--- config.mk ---
export PLATFORM = sky130hd
export DESIGN_NAME = wb_port_arbiter
export DESIGN_NICKNAME = d
export VERILOG_FILES = /design/src/rtl/wb_port_arbiter.sv
export SDC_FILE = /design/constraint.sdc
export NUM_CORES = 1
export LEC_CHECK = 0
export CAP_MARGIN = 0
export CORE_UTILIZATION = 49
export DETAILED_ROUTE_END_ITERATION = 7
export GPL_TIMING_DRIVEN = 0
export MAX_ROUTING_LAYER = met4
export PLACE_DENSITY = 0.73
export SLEW_MARGIN = 20
export SYNTH_ARGS = -nofsm -noshare
export SYNTH_HDL_FRONTEND = slang
export SYNTH_SLANG_ARGS = --single-unit
--- constraint.sdc ---
create_clock -name clk -period 5.8 [get_ports clk]
set_clock_uncertainty 0.05 [all_clocks]
set_input_delay 0.58 -clock clk [delete_from_list [all_inputs] [get_ports clk]]
set_output_delay 0.58 -clock clk [all_outputs]
set_load 0.02 [all_outputs]
--- src/rtl/wb_port_arbiter.sv ---
// Register-file write port arbiter: in-order writeback has priority, long-latency
// results wait in a small FIFO and are forced through after too many lost slots.
module wb_port_arbiter #(
    parameter int DEPTH        = 4,
    parameter int STARVE_LIMIT = 8
) (
    input  logic        clk,
    input  logic        resetn,
    input  logic        pipe_en,
    input  logic [5:0]  pipe_waddr,
    input  logic [31:0] pipe_wdata,
    output logic        pipe_stall,
    input  logic        lu_valid,
    input  logic [5:0]  lu_waddr,
    input  logic [31:0] lu_wdata,
    output logic        lu_ready,
    input  logic [5:0]  chk_addr,
    output logic        chk_pending,
    output logic        rf_we,
    output logic [5:0]  rf_waddr,
    output logic [31:0] rf_wdata
);

    localparam int AW = $clog2(DEPTH);
    localparam int CW = AW + 1;
    localparam logic [CW-1:0] FULL_CNT = CW'(DEPTH);
    localparam logic [7:0]    LIMIT    = 8'(STARVE_LIMIT);

    typedef enum logic [1:0] {
        ST_EMPTY,
        ST_WAIT,
        ST_FORCE
    } state_t;

    state_t         state;
    logic [AW-1:0]  rd_ptr;
    logic [AW-1:0]  wr_ptr;
    logic [CW-1:0]  count;
    logic [CW-1:0]  count_nxt;
    logic [7:0]     starve;
    logic [7:0]     starve_inc;

    logic [5:0]     addr_mem [DEPTH];
    logic [31:0]    data_mem [DEPTH];
    logic [5:0]     head_addr;
    logic [31:0]    head_data;

    logic           empty;
    logic           full;
    logic           push;
    logic           pop;
    logic           grant_pipe;

    assign empty      = (count == '0);
    assign full       = (count == FULL_CNT);
    assign lu_ready   = !full;
    assign push       = lu_valid && !full;
    assign pipe_stall = (state == ST_FORCE);
    assign head_addr  = addr_mem[rd_ptr];
    assign head_data  = data_mem[rd_ptr];
    assign count_nxt  = count + CW'(push) - CW'(pop);
    assign starve_inc = (starve == LIMIT) ? starve : starve + 8'd1;

    always_comb begin
        grant_pipe = 1'b0;
        pop        = 1'b0;
        unique case (state)
            ST_EMPTY: begin
                grant_pipe = pipe_en;
            end
            ST_WAIT: begin
                grant_pipe = pipe_en;
                pop        = !pipe_en && !empty;
            end
            ST_FORCE: begin
                pop = !empty;
            end
            default: begin
                grant_pipe = 1'b0;
                pop        = 1'b0;
            end
        endcase
    end

    // The head leaving this cycle is already on its way to rf_*.
    always_comb begin
        chk_pending = 1'b0;
        for (int i = 0; i < DEPTH; i++) begin
            if ((CW'(i) < count) && !((i == 0) && pop) &&
                (addr_mem[rd_ptr + AW'(i)] == chk_addr)) begin
                chk_pending = 1'b1;
            end
        end
        if (chk_addr == '0) begin
            chk_pending = 1'b0;
        end
    end

    always_ff @(posedge clk) begin
        if (push) begin
            addr_mem[wr_ptr] <= lu_waddr;
            data_mem[wr_ptr] <= lu_wdata;
        end
    end

    always_ff @(posedge clk or negedge resetn) begin
        if (!resetn) begin
            state    <= ST_EMPTY;
            rd_ptr   <= '0;
            wr_ptr   <= '0;
            count    <= '0;
            starve   <= '0;
            rf_we    <= 1'b0;
            rf_waddr <= '0;
            rf_wdata <= '0;
        end else begin
            count <= count_nxt;
            if (push) begin
                wr_ptr <= wr_ptr + AW'(1);
            end
            if (pop) begin
                rd_ptr <= rd_ptr + AW'(1);
            end

            rf_we <= 1'b0;
            if (grant_pipe) begin
                rf_we    <= (pipe_waddr != '0);
                rf_waddr <= pipe_waddr;
                rf_wdata <= pipe_wdata;
            end else if (pop) begin
                rf_we    <= (head_addr != '0);
                rf_waddr <= head_addr;
                rf_wdata <= head_data;
            end

            unique case (state)
                ST_EMPTY: begin
                    if (push) begin
                        state <= ST_WAIT;
                    end
                end
                ST_WAIT: begin
                    if (pop) begin
                        starve <= '0;
                        if (count_nxt == '0) begin
                            state <= ST_EMPTY;
                        end
                    end else if (pipe_en) begin
                        starve <= starve_inc;
                        if (starve_inc == LIMIT) begin
                            state <= ST_FORCE;
                        end
                    end
                end
                ST_FORCE: begin
                    starve <= '0;
                    state  <= (count_nxt == '0) ? ST_EMPTY : ST_WAIT;
                end
                default: begin
                    starve <= '0;
                    state  <= ST_EMPTY;
                end
            endcase
        end
    end

endmodule

run_1/ff_map.png
Bar = 50 um.
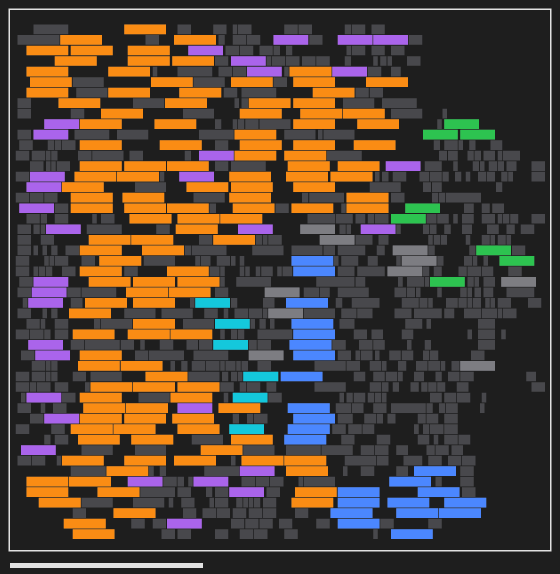
Key: blue = addr_mem [flops 24, where south]; cyan = rf_waddr [flops 6]; orange = data_mem [flops 128]; green = starve [flops 8]; purple = rf_wdata [flops 32]
Another 10 sequential cells are not coloured.

run_1/placed.png
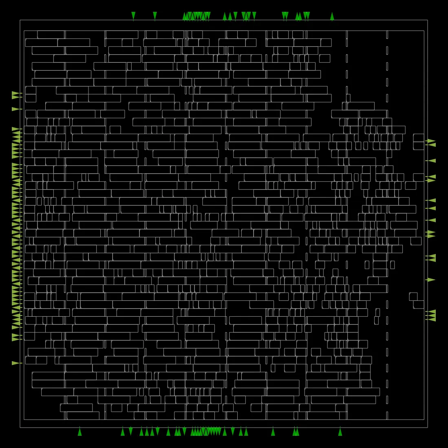
floorplan row count: 49
flop share of the area: 0.5138
Cell Count, Final, Fillers Out: 1011

run_1/route_heat.png
28 x 28 tiles, from dark blue (low) to red (high), scaled to the fullest tile. Values are wire area over tile area, all layers added.
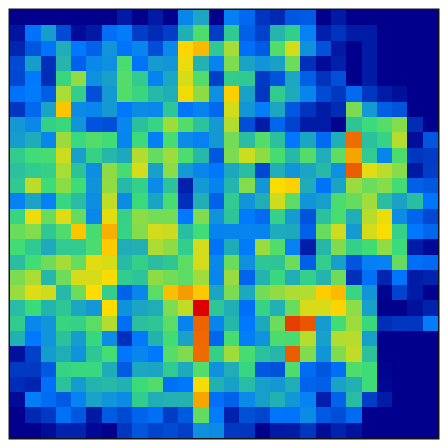
The fullest tile reaches 0.50. 11% of the tiles are nearly empty. The emptiest ninth of the die: north-east. The mean over all tiles is 0.17. The densest ninth of the die: west.
overall routed net length: 20560 um
via count: 5747
average wire length per cell after detail routing: 20.34 um
combined global-route utilization of all metal layers: 0.2256

run 1: metal layers:
layer,GRT usage,wire length [um]
met5,-,0
met4,0.05668,345
met2,0.3637,9978
met3,0.05196,1454
met1,0.2908,8786
run 1: state kept, by name, indices dropped and copies added, names as in the netlist:
name,cells
addr_mem,24
count,3
data_mem,128
rd_ptr,2
rf_waddr,6
rf_wdata,32
rf_we,1
starve,8
state,2
wr_ptr,2
run 1: layout by cell type (no fill, tap or decap), drive strengths merged, types with 7 or more instances in the layout:
cell type,count
ha,14
dfrtp,56
o21ai,17
mux4,38
nor2,47
buf,22
clkinv,7
clkbuf,51
inv,22
nor3,7
edfxtp,152
mux2i,64
nand2,14
clkdlybuf4s50,120
a21oi,51
xnor2,20
xor2,11
run 1: stage by stage:
stage               utilization  hold WS (ns)  worst slack, ns  cell area [um2]  instances
global placement         0.5903        0.4915            1.133            10790        962
finish                   0.6355        0.4914            1.286            11610       1011
floorplan                     -        0.2344            1.837             9288        612
global route             0.6355        0.5248            1.065            11610       1011
detailed placement       0.5964        0.4773            1.029            10900        967
CTS                      0.6354        0.4845            1.310            11610       1010
run 1: power by group through the flow:
stage | combinational (mW) | sequential, mW | clock, mW
after floorplan | 1.34 | 2.33 | 0
after global routing | 2.49 | 2.21 | 1.44
after global placement | 2.22 | 2.20 | 0
after CTS | 2.32 | 2.18 | 1.37
after detailed placement | 2.30 | 2.21 | 0
final | 2.29 | 2.18 | 1.35
run 1: final cells by class:
cell class | count | share of cell area
clock inverters | 11 | 0.007543
flip-flops and latches | 208 | 0.5138
inverters | 20 | 0.006466
well taps | 229 | 0.02468
diodes | 1 | 0.0002155
multi-input cells | 348 | 0.2627
plain buffers | 36 | 0.01735
clock buffers | 31 | 0.05302
repair buffers | 127 | 0.1142
==> run notes, run 1 <==
Implementation numbers.

- The boundary pin count is 128.
- The commonest cells after synthesis are 152 x sky130_fd_sc_hd__edfxtp_1, 64 x sky130_fd_sc_hd__mux2i_1, 56 x sky130_fd_sc_hd__dfrtp_1.
- Per the Yosys statistics, synthesis produced 612 cells.
- The die is 139.7 um wide.
- The largest stage delay on the critical path is 0.47 ns.
- Per STA, the startpoint of the critical path is state[1].
- The largest area contributor in the synthesized netlist is sky130_fd_sc_hd__edfxtp_1.
- According to the timing report, the arrival time at the worst endpoint equals 4.84 ns.
- The clock net in this run drives a total of 208 sinks.
- The max-slew headroom at the worst pin reads 0.5292.
- The number of antenna violations at the first check in global routing is 1.
- The power density of the placed cells is 500.9 nW/um2.
- After synthesis, the largest family of logic cells by area is multiplexers.
- The kind of start point of the critical path reads a flop.
- The combinational share of power reads 0.395.
- The detailed placer's ending HPWL is 14480 um.
- The remaining global-route overflow is 0.
- The cell-mix breakdown from Yosys lists the compound-gate area share as 0.05712.
- The upper clock frequency limit is 221.5 MHz.
- In this run, the synthesized area fraction spent on xor and xnor cells is recorded as 0.02923.
- The number of filler instances in the final layout is 1327.
- Per the synthesis report, the simple-gate share of the synthesized area is 0.05456.
- Yosys reports the multiplexer fraction of the synthesized area as 0.1660.
- The category of the worst setup path capture point is a flop.
- The proportion of synthesized flip-flops having asynchronous set or reset is 0.2692.
- The ratio of final minimum period to clock period reads 0.7782.
- TritonCTS built the clock tree.
- The number of nets in the synthesized netlist is 713.
- The count of endpoints failing setup in the final report is 0.
- The die extent in y is 139.7 um.
- The layout cell share with drive strength beyond 1 is 0.1357.
- In this run, synthesis inferred 152 flip-flops with an integrated enable.
- The area fraction of the dominant cell type after synthesis is 0.4914.
- The total of buffers placed on input and output ports is 121.
- The first-pass GRT wire length is 32660 um.
- The maximum count of clock buffers along a single path reads 3.
- The mean instance size in the synthesized netlist is 15.18 um2.
- The cell leakage power is 4.138 nW.
- Setup repair after global routing left no endpoint under its margin.
- The core area is 18270 um2.
- Counting both buffers and inverters, the worst setup path holds a total of 6.
- The number of distinct library cells after synthesis is 55.
- The post-detailed-route via-to-cell ratio is 5.684.
- The effective utilization at floorplan reads 0.5084.
- The timing report shows that the slowest cell on the worst path is sky130_fd_sc_hd__fa_1.
- The switching power as a share of total power is 0.3359.
- The worst hold path class is in -> async.
- After synthesis, the cell types taking the most area are sky130_fd_sc_hd__edfxtp_1 49%, sky130_fd_sc_hd__dfrtp_1 15%, sky130_fd_sc_hd__mux4_2 9.2%.
- The largest fanout on the critical path is 10.
- Of the total power, registers draw 0.374.
- The proportion of synthesized chip area in sequential cells reads 0.6423.
- The number of stages on the worst setup path is 18.
- The post-synthesis to final-layout area growth is 25.02%.
- The buffer type at the clock tree root reads sky130_fd_sc_hd__clkbuf_16.
- The cell count after synthesis reads 612.
- The count of H-tree levels built during CTS reads 1.
- The total number of nets in the final design reads 865.
- Adding up every negative setup slack in the final design gives 0 ns.
- The capture point of the critical path is state[0].
- The reg-to-reg critical path endpoint reads state[0].
- The share of total power dissipated in the clock network is 0.231.
- After the first detailed-routing iteration, the DRC count stood at 343.
- The smallest clock period supported by the final layout is computed as 4.514 ns.
- Counting pins that exceed their max-slew limit in the final report gives 0.
- The tally of max-capacitance violations reads 0.
- The kind of cell with the highest combined delay along the critical path is simple AND/OR/NAND/NOR gates.
- The number of cells on the worst reg-to-reg path reads 18.
- Per the OpenROAD power report, switching power amounts to 1.953 mW.
- The maximum number of pins on one net before global-route repair is 33.
- For reference, the final report shows the hold violation count at 0.
- The sequential cell area in the final layout reads 5966 um2.
- The run finished with clean final reports.
- In this run, the synthesized area fraction spent on adder and majority cells is recorded as 0.02102.
- The number of iterations in the first detailed-routing pass reads 5.
- Per the detail_route report, DRC violations left total 0.
- The CTS clock-pin slew for the worst setup and hold paths reads 0.06 ns.
- The CTS buffer count reads 23.
- Buffers added to address setup during post-CTS repair amount to 0.
- The post-synth area from yosys stat is 9288 um2.
- The final total power reads 5.816 mW.
- The area of the multi-input gates is 3050 um2.
- The final RePlAce weighted congestion is 0.8607.
- The internal power component is 3.863 mW.
- The via count of the first global-routing pass came to 6087.
- Before any placement, the netlist area is recorded as 9288 um2.
- The flip-flop and latch count after synthesis reads 208.
- The startpoint identified for the worst register-to-register timing path is state[1].
- The class of the most critical setup path is reg -> reg.
- The worst voltage drop across the vdd grid reads 0.3387 mV.
- The area of the die is 19510 um2.
- The OpenROAD report gives the critical path a required time of 6.13 ns.
- The number of hold-repair buffers added at the cts stage reads 1.
- Warnings raised by the tools during the run amount to 34.
- The latest clock arrival within the worst-skew pair is 0.51 ns.
- For flop-to-flop paths, the worst setup slack is 1.29 ns.
- The post-detailed-route count of antenna-violating nets reads 0.
- The most numerous cell on the critical path reads sky130_fd_sc_hd__inv_1.
- The slew at the pin closest to its max-slew limit is 0.7062 ns.
- The library cell with the highest instance count after synthesis is sky130_fd_sc_hd__edfxtp_1.
- The most instantiated flip-flop cell in the synthesis netlist is sky130_fd_sc_hd__edfxtp_1.
- Traced cell by cell, the critical path runs through inv_1 > ha_1 > nor2b_1 > nor2_1 > or2_2 > inv_2 > buf_2 > ha_1 > inv_1 > ha_1 > inv_1 > fa_1 > inv_1 > or3_1 > or2_2 > a32o_1 > a21oi_2 > mux2_1.
- Once the clock tree was built, the resizer swapped 0 gates to a different size.
- The count of synthesis-stage warnings from yosys is 0.
==> inputs of run 2 (changes only) <==
- PLACE_DENSITY: 0.73 -> 0.75
- clock period: 5.8 -> 3.8 ns (I/O delays scaled with it)
run_2/placed.png
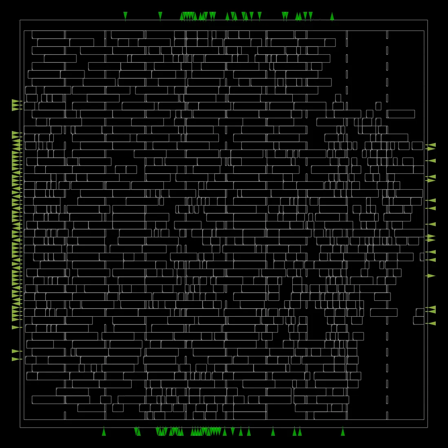
flop share of the area: 0.5003
Cell Count, Final, Fillers Out: 1022

run_2/route_heat.png
28 x 28 tiles, from dark blue (low) to red (high), scaled to the fullest tile. Values are wire area over tile area, all layers added.
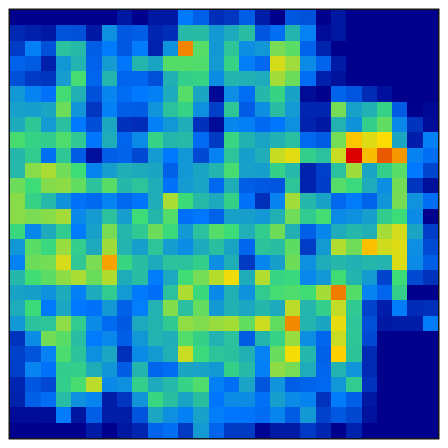
The emptiest ninth of the die: north-east. The fullest tile reaches 0.56. The mean over all tiles is 0.17. The densest ninth of the die: west.

==> run 2 against run 1 <==
Final area grew 2.8%. Global-route usage is essentially flat. Sequential power grew 53%. Highest routed layer unchanged. Largest cell class unchanged. Clock-buffer cell count is 2 lower. Utilization rose by 1.8 points. Largest power group unchanged. Clock power grew 64%. Power increased by 61%. Flip-flop count stayed put. Critical path type unchanged.
==> run notes, run 2 <==
Implementation numbers.

- The number of max-slew violations in the final report came to 0 (unchanged).
- The number of nets at floorplan was 713 (unchanged).
- The boundary pin count was 128 (unchanged).
- The number of antenna violations at the first check in global routing was 2 (was 1).
- The proportion of synthesized flip-flops having asynchronous set or reset reads 0.2692 (unchanged).
- The largest area contributor in the synthesized netlist is sky130_fd_sc_hd__edfxtp_1 (unchanged).
- The upper clock frequency limit was 264.0 MHz (was 221.5 MHz).
- The count of flip-flops with a built-in enable after synthesis is 152 (unchanged).
- The count of standard-cell rows reads 49 (unchanged).
- The number of buffers and inverters on the critical path reads 4 (was 6).
- The CTS buffer count reads 22 (was 23).
- The slowest library cell on the worst path is sky130_fd_sc_hd__fa_2 (was sky130_fd_sc_hd__fa_1).
- The number of iterations in the first detailed-routing pass is 5 (unchanged).
- The aggregate negative setup slack came to 0 ns (unchanged).
- The CTS clock-pin slew for the worst setup and hold paths reads 0.06 ns (about the same).
- The die extent in y is 139.7 um (unchanged).
- The most instantiated flip-flop cell in the synthesis netlist is sky130_fd_sc_hd__edfxtp_1 (unchanged).
- The combined area of all synthesized cells is 9288 um2 (unchanged).
- The count of H-tree levels built during CTS is 1 (unchanged).
- The total of buffers placed on input and output ports came to 121 (unchanged).
- The worst hold slack is 0.1984 ns (was 0.4914 ns).
- The count of endpoints failing setup in the final report was 0 (unchanged).
- The remaining global-route overflow is 0 (unchanged).
- The number of filler instances in the final layout was 1260 (was 1327).
- The number of cells in Yosys stat was 612 (unchanged).
- The per-cell routed wire length is 20.70 um (was 20.34 um).
- The ratio of final minimum period to clock period came to 0.9969 (was 0.7782).
- The latest clock arrival within the worst-skew pair is 0.51 ns (about the same).
- The layout cell share with drive strength beyond 1 reads 0.1820 (was 0.1357).
- The instance area after placement reads 10930 um2 (was 10900 um2).
- The least setup slack across all paths after layout reads 0.01194 ns (was 1.286 ns).
- The highest-utilization routing layer at the global route stage is met2 (unchanged).
- The effective utilization at floorplan is 0.5084 (unchanged).
- The cell leakage power was 4.250 nW (was 4.138 nW).
- The mean instance size in the synthesized netlist came to 15.18 um2 (unchanged).
- The number of OpenROAD warnings reads 35 (was 34).
- The area of all placed cells without fillers is 11930 um2 (was 11610 um2).
- The worst voltage drop across the vdd grid is 0.5657 mV (was 0.3387 mV).
- The share of the core filled with cells in the final layout came to 0.6531 (was 0.6355).
- The data required time of the worst path reads 4.14 ns (was 6.13 ns).
- The final total power reads 9.337 mW (was 5.816 mW).
- The met3 wire length reads 1440 um (was 1454 um).
- The detailed placer's ending HPWL was 14620 um (was 14480 um).
- The highest metal layer with signal wires is met4 (unchanged).
- The most numerous cell on the critical path is sky130_fd_sc_hd__inv_2 (was sky130_fd_sc_hd__inv_1).
- The cell count after synthesis reads 612 (unchanged).
- The number of flip-flops under the largest register name is 128 (unchanged).
- The post-placement worst setup slack reads -0.4871 ns (was 1.029 ns).
- The endpoint arrival time on the critical path is 4.13 ns (was 4.84 ns).
- The area fraction of the dominant cell type after synthesis reads 0.4914 (unchanged).
- The number of distinct library cells after synthesis is 55 (unchanged).
- Cells along the critical path: or3_4 > and2_2 > inv_2 > ha_4 > inv_4 > ha_4 > inv_2 > fa_2 > inv_2 > or3_4 > or2_4 > a32o_2 > a21oi_4 > mux2_4 (was inv_1 > ha_1 > nor2b_1 > nor2_1 > or2_2 > inv_2 > buf_2 > ha_1 > inv_1 > ha_1 > inv_1 > fa_1 > inv_1 > or3_1 > or2_2 > a32o_1 > a21oi_2 > mux2_1).
- The count of synthesis-stage warnings from yosys is 0 (unchanged).
- The post-synth area from yosys stat reads 9288 um2 (unchanged).
- Largest registers: data_mem x128, rf_wdata x32, addr_mem x24 (unchanged).
- The die span in x is 139.7 um (unchanged).
- The total global-route track usage is 0.2254 (was 0.2256).
- Run status: finished clean (unchanged).
- The first-pass GRT wire length was 32470 um (was 32660 um).
- The kind of start point of the critical path is a flop (unchanged).
- The max-slew headroom at the worst pin was 0.5193 (was 0.5292).
- The worst hold path class reads in -> async (unchanged).
- The buffer type at the clock tree root reads sky130_fd_sc_hd__clkbuf_16 (unchanged).
- The fraction of met3 tracks used by global routing reads 0.05162 (was 0.05196).
- The top register by number of flip-flops is data_mem (unchanged).
- The final tally of hold violations reads 0 (unchanged).
- The flip-flop and latch count after synthesis is 208 (unchanged).
- The via count of the first global-routing pass is 6032 (was 6087).
- The met2 track utilization from global routing is 0.3734 (was 0.3637).
- The library cell with the highest instance count after synthesis was sky130_fd_sc_hd__edfxtp_1 (unchanged).
- The proportion of synthesized chip area in sequential cells reads 0.6423 (unchanged).
- The largest stage delay on the critical path reads 0.53 ns (was 0.47 ns).
- The largest fanout on the critical path is 6 (was 10).
- The final RePlAce weighted congestion reads 0.8441 (was 0.8607).
- The maximum number of pins on one net before global-route repair reads 49 (was 33).
- The category of the worst setup path capture point reads a flop (unchanged).
- The post-detailed-route via-to-cell ratio reads 5.688 (was 5.684).
- The family of cells with the greatest summed delay on the critical path is simple AND/OR/NAND/NOR gates (unchanged).
- Commonest cells after routing, fill and taps aside: 152 x sky130_fd_sc_hd__edfxtp_1, 120 x sky130_fd_sc_hd__clkdlybuf4s50_1, 64 x sky130_fd_sc_hd__mux2i_1 (unchanged).
- The post-route met1 wirelength was 8763 um (was 8786 um).
- The power density of the placed cells is 782.5 nW/um2 (was 500.9 nW/um2).
- The area of the die is 19510 um2 (unchanged).
- The core area is 18270 um2 (unchanged).
- The total number of nets in the final design is 876 (was 865).
- The class of the most critical setup path reads reg -> reg (unchanged).
- The number of violations reported at the end of detailed-routing iteration 0 reads 310 (was 343).
- The count of vias placed by the detailed router is 5813 (was 5747).
- The count of unresolved DRC violations after routing is 0 (unchanged).
- The minimum clock period after layout is 3.788 ns (was 4.514 ns).
- The total length of routed met2 wires is 10570 um (was 9978 um).
- Commonest cells in the netlist: 152 x sky130_fd_sc_hd__edfxtp_1, 64 x sky130_fd_sc_hd__mux2i_1, 56 x sky130_fd_sc_hd__dfrtp_1 (unchanged).
- The met1 layer usage reported by global route came to 0.2858 (was 0.2908).
- The cell total after placement reads 967 (unchanged).
[run 2: logic make-up (layout without fill, tap and decap cells)]
logic type               Yosys count  after routing  synth area share
AND-OR/OR-AND                     91             91           0.05712
XOR/XNOR                          31             31           0.02923
adder cells (fa/ha/maj)           15             15           0.02102
buffers and inverters             56            235           0.02977
flip-flops                       208            208            0.6423
multiplexers                     106            106            0.1660
other                              0              2                 0
AND/OR/NAND/NOR                  105            105           0.05456
[run 2: timing repair]
item,CTS,global route
hold buffers,1,0
buffers inserted,6,7
endpoints found under the hold margin,56,0
setup endpoints to repair,2,3
gates resized,18,15
pin swaps,4,7
[run 2: layout make-up]
| cell class | count | area, um2 | area share |
|---|---|---|---|
| diodes | 2 | 5.005 | 0.0004195 |
| plain buffers | 35 | 197.7 | 0.01657 |
| clock buffers | 29 | 596.8 | 0.05002 |
| clock inverters | 11 | 167.7 | 0.01405 |
| inverters | 20 | 82.58 | 0.006921 |
| multi-input cells | 348 | 3158 | 0.2647 |
| flip-flops and latches | 208 | 5969 | 0.5003 |
| well taps | 229 | 286.5 | 0.02401 |
| repair buffers | 140 | 1468 | 0.1230 |
[run 2: worst paths after layout]
| check | startpoint | slack [ns] | to | depth (start not counted) |
|---|---|---|---|---|
| worst max-delay path | count[1] | 0.01 | state[0] | 14 |
| worst max register to register | count[1] | 0.01 | state[0] | 14 |
| worst min-delay path | resetn | 0.20 | state[0] | 2 |
| worst min register to register | starve[7] | 0.53 | starve[7] | 2 |
| min in group clk | pipe_wdata[25] | 0.39 | rf_wdata[25] | 3 |
| max in group asynchronous | resetn | 2.99 | rf_wdata[28] | 3 |
[run 2: power breakdown]
group          internal [mW]  total, mW  leakage (nW)  switching, mW
clock network           1.33       2.21         0.365          0.882
logic                   1.80       3.80          1.84           1.99
registers               3.07       3.33          2.04          0.262
==> inputs of run 3 (changes only) <==
- PLACE_DENSITY: 0.75 -> 0.73
- clock period: 3.8 -> 4 ns (I/O delays scaled with it)
run_3/clock_wires.png
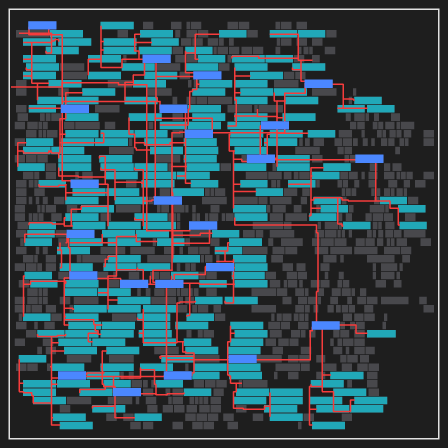
Key: red = clock wires [length 2350 um]; cyan = flip-flops [count 208]; blue = clock-net drivers [count 23]
Position of the flops: all over the die. There are 24 routed clock nets.
clock latency of the later-clocked register in the worst-skew pair: 0.51 ns
clock distribution power: 1.95 mW
clock network fraction of total power: 0.229

run_3/ff_map.png
Bar = 50 um.
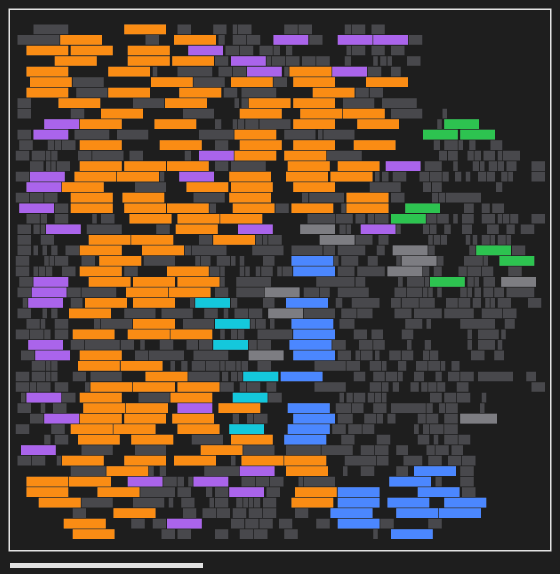
Key: blue = addr_mem [flops 24, where south]; orange = data_mem [flops 128]; cyan = rf_waddr [flops 6]; purple = rf_wdata [flops 32]; green = starve [flops 8]

==> run 3 against run 2 <==
Fmax down 2.9%. Clock-buffer cell count grew 2. Critical path depth is 4 higher. Hold slack better by 0.11 ns. Final cell count down 0.68%. Register-to-register slack better by 0.09 ns. Area after synthesis did not move. Setup slack gained 0.087 ns. Final area is 1.7% lower. Power is 8.4% lower. Via count fell by 0.60%. Critical path type unchanged. Largest cell class unchanged.
==> run notes, run 3 <==
Implementation numbers.

- The maximum number of pins on one net before global-route repair was 33 (was 49).
- The number of buffers and inverters on the critical path is 6 (was 4).
- The aggregate negative setup slack reads 0 ns (unchanged).
- The power density of the placed cells came to 728.6 nW/um2 (was 782.5 nW/um2).
- The number of filler instances in the final layout is 1315 (was 1260).
- The slowest library cell on the worst path was sky130_fd_sc_hd__fa_1 (was sky130_fd_sc_hd__fa_2).
- The largest fanout on the critical path reads 5 (was 6).
- The die span in x is 139.7 um (unchanged).
- The count of unresolved DRC violations after routing is 0 (unchanged).
- The instance area after placement reads 10900 um2 (was 10930 um2).
- The count of standard-cell rows is 49 (unchanged).
- The ratio of final minimum period to clock period is 0.9752 (was 0.9969).
- The most instantiated flip-flop cell in the synthesis netlist is sky130_fd_sc_hd__edfxtp_1 (unchanged).
- The number of antenna violations at the first check in global routing reads 1 (was 2).
- The detailed placer's ending HPWL reads 14480 um (was 14620 um).
- The area of all placed cells without fillers reads 11730 um2 (was 11930 um2).
- The boundary pin count reads 128 (unchanged).
- Run status: finished clean (unchanged).
- The category of the worst setup path capture point is a flop (unchanged).
- The total net switching power is 2.871 mW (was 3.137 mW).
- The mean instance size in the synthesized netlist came to 15.18 um2 (unchanged).
- The buffer type at the clock tree root reads sky130_fd_sc_hd__clkbuf_16 (unchanged).
- The flip-flop and latch count after synthesis was 208 (unchanged).
- The cell count after synthesis is 612 (unchanged).
- The layout cell share with drive strength beyond 1 is 0.1554 (was 0.1820).
- The sequential power reads 3.17 mW (was 3.33 mW).
- The power share of the sequential group was 0.371 (was 0.357).
- The number of nets at floorplan came to 713 (unchanged).
- The total number of nets in the final design came to 869 (was 876).
- The share of the core filled with cells in the final layout was 0.6421 (was 0.6531).
- The proportion of synthesized chip area in sequential cells is 0.6423 (unchanged).
- The highest-power group reads combinational cells (unchanged).
- The post-synth area from yosys stat is 9288 um2 (unchanged).
- The count of clock tree sinks reads 208 (unchanged).
- The count of flip-flops with a built-in enable after synthesis came to 152 (unchanged).
- The class of the most critical setup path reads reg -> reg (unchanged).
- The critical register-to-register path startpoint is state[1] (was count[1]).
- The CTS clock-pin slew for the worst setup and hold paths is 0.06 ns (about the same).
- The count of endpoints failing setup in the final report is 0 (unchanged).
- The final tally of hold violations reads 0 (unchanged).
- The worst hold slack is 0.3105 ns (was 0.1984 ns).
- The final RePlAce weighted congestion came to 0.8607 (was 0.8441).
- The slew at the pin closest to its max-slew limit came to 0.7120 ns (was 0.7210 ns).
- The number of max-slew violations in the final report is 0 (unchanged).
- Setup repair after global routing missed its margin: true (unchanged).
- The count of vias placed by the detailed router is 5778 (was 5813).
- The switching power as a share of total power was 0.3359 (was 0.3360).
- The number of OpenROAD warnings reads 35 (unchanged).
- The number of cells in Yosys stat is 612 (unchanged).
- The per-cell routed wire length came to 20.40 um (was 20.70 um).
- The area of the multi-input gates is 3115 um2 (was 3158 um2).
- The number of iterations in the first detailed-routing pass is 5 (unchanged).
- The number of violations reported at the end of detailed-routing iteration 0 reads 285 (was 310).
- The combined area of all synthesized cells reads 9288 um2 (unchanged).
- The least setup slack across all paths after layout is 0.09902 ns (was 0.01194 ns).
- The startpoint of the worst setup timing path is state[1] (was count[1]).
- The most numerous cell on the critical path is sky130_fd_sc_hd__inv_1 (was sky130_fd_sc_hd__inv_2).
- The data required time of the worst path reads 4.33 ns (was 4.14 ns).
- The cell leakage power reads 4.177 nW (was 4.250 nW).
- The post-placement worst setup slack reads -0.5914 ns (was -0.4871 ns).
- Area contributors post-synth: sky130_fd_sc_hd__edfxtp_1 49%, sky130_fd_sc_hd__dfrtp_1 15%, sky130_fd_sc_hd__mux4_2 9.2% (unchanged).
- The worst hold path class is in -> async (unchanged).
- The family of cells with the greatest summed delay on the critical path is simple AND/OR/NAND/NOR gates (unchanged).
- The combinational share of power reads 0.401 (was 0.407).
- The number of distinct library cells after synthesis is 55 (unchanged).
- The maximum count of clock buffers along a single path is 3 (unchanged).
- The top register by number of flip-flops reads data_mem (unchanged).
- The library cell with the highest instance count after synthesis is sky130_fd_sc_hd__edfxtp_1 (unchanged).
- The first-pass GRT wire length came to 32860 um (was 32470 um).
- Commonest cells in the netlist: 152 x sky130_fd_sc_hd__edfxtp_1, 64 x sky130_fd_sc_hd__mux2i_1, 56 x sky130_fd_sc_hd__dfrtp_1 (unchanged).
- The top logic cell by instance count in the layout is sky130_fd_sc_hd__edfxtp_1 (unchanged).
- The final total power reads 8.548 mW (was 9.337 mW).
- The die extent in y reads 139.7 um (unchanged).
- The core area came to 18270 um2 (unchanged).
- The proportion of synthesized flip-flops having asynchronous set or reset reads 0.2692 (unchanged).
- The post-detailed-route count of antenna-violating nets is 0 (unchanged).
-- run 3: cell counts after synthesis --
No cell type changed its count.
-- run 3: layer usage --
layer / routed length (um) / part of all wire / global-route usage
met4: 377 / 0.018 / 0.05668
met1: 8764 / 0.42 / 0.2937
met5: 0 / 0 / -
met2: 10080 / 0.49 / 0.3655
met3: 1475 / 0.071 / 0.05196
-- run 3: kinds of logic after synthesis --
| logic type | after synthesis | share of synthesized area |
|---|---|---|
| simple gates | 105 | 0.05456 |
| flops | 208 | 0.6423 |
| xor+xnor | 31 | 0.02923 |
| fa+ha+maj | 15 | 0.02102 |
| mux | 106 | 0.1660 |
| buf+inv | 56 | 0.02977 |
| compound gates | 91 | 0.05712 |
-- run 3: timing repair --
item | 4_1_cts | 5_1_grt
gates cloned | 0 | 0
hold endpoints to repair | 24 | 0
endpoints found under the setup margin | 2 | 3
pin swaps | 1 | 1
resized | 14 | 7
hold buffers | 1 | 0
buffers inserted | 4 | 1
-- run 3: path summary, 6_finish.rpt --
kind	endpoint	slack, ns	cells past startpoint
worst min register to register	starve[7]	0.51	2
max in group asynchronous	rf_wdata[20]	3.05	3
worst min-delay path	state[1]	0.31	2
worst max register to register	state[0]	0.1	18
worst max-delay path	state[0]	0.1	18
min in group clk	rf_wdata[28]	0.43	3
-- run 3: layout make-up --
type	count	share of cell area
diodes	1	0.0002133
clock buffers	31	0.05247
inverters	20	0.006826
clock inverters	11	0.007466
multi-input cells	348	0.2656
flip-flops and latches	208	0.5086
well taps	229	0.02442
repair buffers	132	0.1163
plain buffers	35	0.01813
No activity file was given, so power comes from the tool's default toggle rates.
